Design mem_port_arbiter, sky130hd; sources not shown.
Fig. 1: supply network
The bar under the picture is 50 um long. Pins as bars on the die edge. Tap cells in grey.
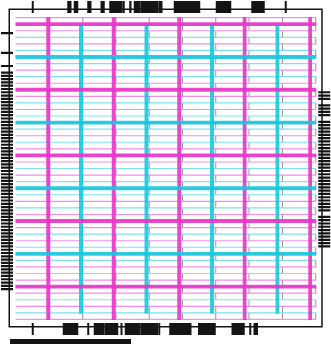
| colour | net |
|---|---|
| magenta | VSS |
| cyan | VDD |
met4 straps: 9
met5 straps: 9
tap cells: 216
met1 rails: 47
signal pins: 235
die width: 129 um
Core ar.: 0.01560 sq mm
VDD IR max: 0.4779 mV
Die H: 131 um

Fig. 2: cell classes on the final placement
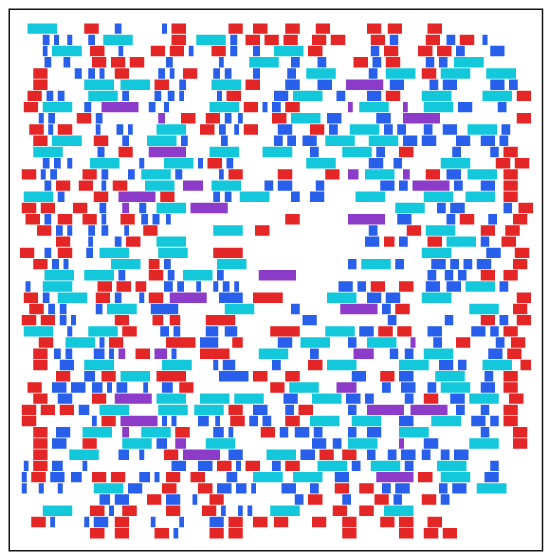
| colour | class | cells |
|---|---|---|
| cyan | registers | 119 |
| purple | clock drivers and dummy loads | 32 |
| blue | remaining logic cells | 341 |
| red | remaining buffers and delay cells | 229 |
flop share of the area: 30.67%
row cnt: 46

Fig. 3: routed clock nets over the placement
The bar under the picture is 50 um long.
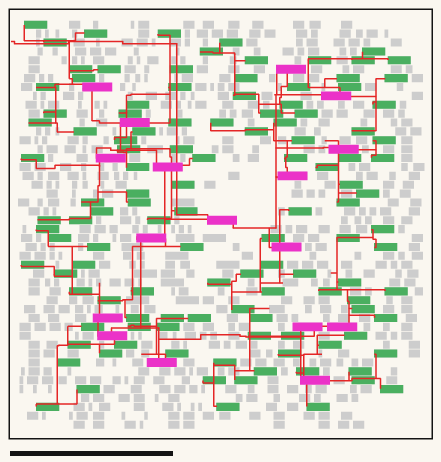
[red] clock wires | length: 1,630 um
[green] flip-flops | count: 119
[magenta] clock-net drivers | count: 17
routed clock nets: 18
flops lie: all over the die
clock group total power: 2250 uW
Late-Pin Clk Latency: 410 ps
clock share of power: 40.8%
Layout Skew: 8.983 ps

Fig. 4: routed metal, one colour a layer
The bar under the picture is 50 um long. Two of the layers only.
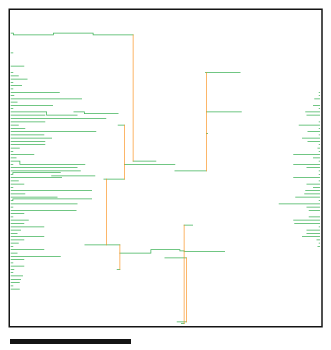
| colour | layer | wire length |
|---|---|---|
| green | M3 | 1,160 um |
| orange | M4 | 220 um |
total track usage: 16.89%
via count: 4,198
post-DR wirelength/cell: 15.34 um

Fig. 5: clock wiring as the flow saved it
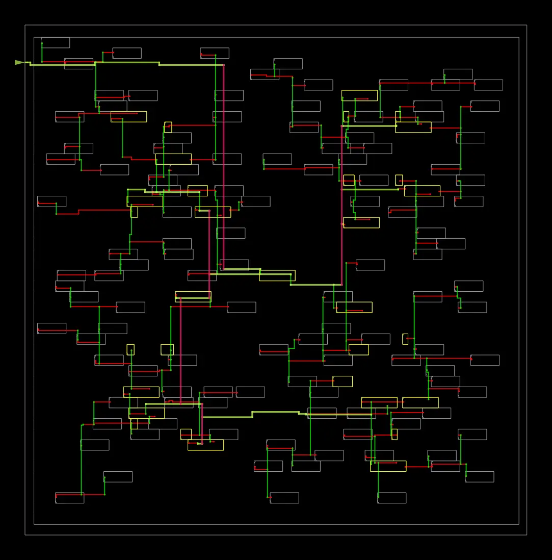
# clk buffers: 24
cts bufs inserted: 17

==> results.toml <==
# flow metrics
[status]
outcome = "finished clean"

[pwr]
power.density_mw_per_mm2 = 710.7
leakagePower_uw = 0.003034

[logic_synthesis]
synth_cell_type_count = 24
yosys-stat-area_sq_mm = 0.004866
yosysWarnings = 6
edf_count = 0
synth_top_cell_by_area = "dfxtp_1"
top_cell_area_share_pct = 48.96
ys_cells = 501
ys_seq_share_pct = 48.96
post_synth.cell_area_avg_sq_um = 9.712
area_leaders = "dfxtp_1, mux2i_1, nand2b_1"
synth_cells = 501
synth-seq-cells = 119
synthArstFlopShare_pct = 0
synth_area_sq_mm = 0.004866

[drt]
drc = 0
antenna_left = 0
drt_iter0_markers = 120
vias_per_cell = 4.480
firstDrtPassIters = 4
wirelength_um = 14380

[clocking]
cts_setup_buffers = 0
ctsHoldBuffers = 0
cts_tree = "yes"
ctsResizeCount = 0
h-tree-depth = 4

[setup_path]
r2r_cells = 4
cp-end-kind = "primary output"
required_ps = 1680
crit_buf_inv = 1
rrSetupSlack_ps = 840
critPathTopFamily = "buffers and inverters"
crit_type = "register to primary output"
crit_fanout = 2
critPathLaunchType = "register"
slowest_stage = "clkdlybuf4s50_1"
cp_cell_sequence = "clkdlybuf4s50_1"

[final_timing]
hold_ws_ps = 451.5
tightest_slew_ps = 563.5
rsz0062_at_grt = "no"
worst_slew_margin_rel_pct = 62.31
min_period_over_period_pct = 96.25
max_freq_mhz = 432.9
final-setup-viol-count = 0
fin_setup_tns_ps = 0
fin_crit_ps = 2310
slew_violations = 0
worst_slack_ps = 89.93
finalHoldViolations = 0

[floorplan]
pin_count = 235
initCoreUtil_pct = 31.20

[flow_run]
tool_warnings = 26

[layout]
nets = 810
layout-drive-gt1-share_pct = 6.657
syn_to_final_growth_pct = 59.66
design_area_sq_mm = 0.007769
antenna_cells = 0

[hold_path]
hp-class = "register to register"
holdPathStages = 2

[placement]
preCtsSetupSlack_ps = 44.27
io_buffers = 217
place_area_sq_mm = 0.007238
dpl.hpwl_um = 10270
routabilityCongestion = 0.7330

[global_routing]
grt_pass1_vias = 4393
grt_pass1_wl_um = 21940
grt_max_degree = 68
gr-total-overflow = 0
antenna_found_initial = 0
[cell type report]
cell class	count	area, sq um
Fill cell	1757	7829
Timing Repair Buffer	229	2345
Sequential cell	119	2382
Clock inverter	8	48.80
Multi-Input combinational cell	341	2241
Clock buffer	24	481.7
Tap cell	216	270.3
[layout by cell type (no fill, tap or decap), drive strengths merged, types with 2 or more instances in the layout]
master	Yosys	layout
clkdlybuf4s50	0	215
dfxtp	119	119
nand2b	96	96
mux2i	80	80
a21oi	35	35
nand2	34	34
nand3	34	34
clkbuf	26	24
nor2	19	19
conb	1	17
a211oi	16	16
buf	31	14
clkinv	0	6
or3b	2	2
clkinvlp	0	2
nor3	2	2
[metrics by stage]
step | total power, uW | std cells
2_1_floorplan | 2870 | 517
3_3_place_gp | 3300 | 905
3_5_place_dp | 3321 | 905
4_1_cts | 5617 | 937
5_1_grt | 5773 | 937
6_report | 5521 | 937
[where the power goes]
group / switching, uW / internal (uW) / leakage [uW]
Combinational: 680 / 457 / 0.00181
Sequential: 56.0 / 2080 / 0.000969
Clock: 861 / 1390 / 0.000260
[synthesized netlist by cell type, drive strengths merged, types with 2 or more instances]
library cell / number
nand3: 34
or3b: 2
clkbuf: 26
nand2: 34
buf: 31
dfxtp: 119
a21oi: 35
nor2: 19
a211oi: 16
nand2b: 96
mux2i: 80
nor3: 2
[per-layer routing]
| layer | track usage [%] | share of wire (%) |
|---|---|---|
| met4 | 6.586 | 1.5 |
| met2 | 29.26 | 50 |
| met3 | 7.533 | 8.1 |
| met1 | 18.16 | 40 |
| met5 | 0 | 0 |
[kinds of logic after synthesis]
| kind of cell | share of synthesized area (%) |
|---|---|
| AND/OR/NAND/NOR | 21.42 |
| flip-flops | 48.96 |
| multiplexers | 16.46 |
| buffers and inverters | 6.685 |
| AND-OR/OR-AND | 6.403 |
| other | 0.07707 |
Power is estimated from default activity; no workload was simulated.
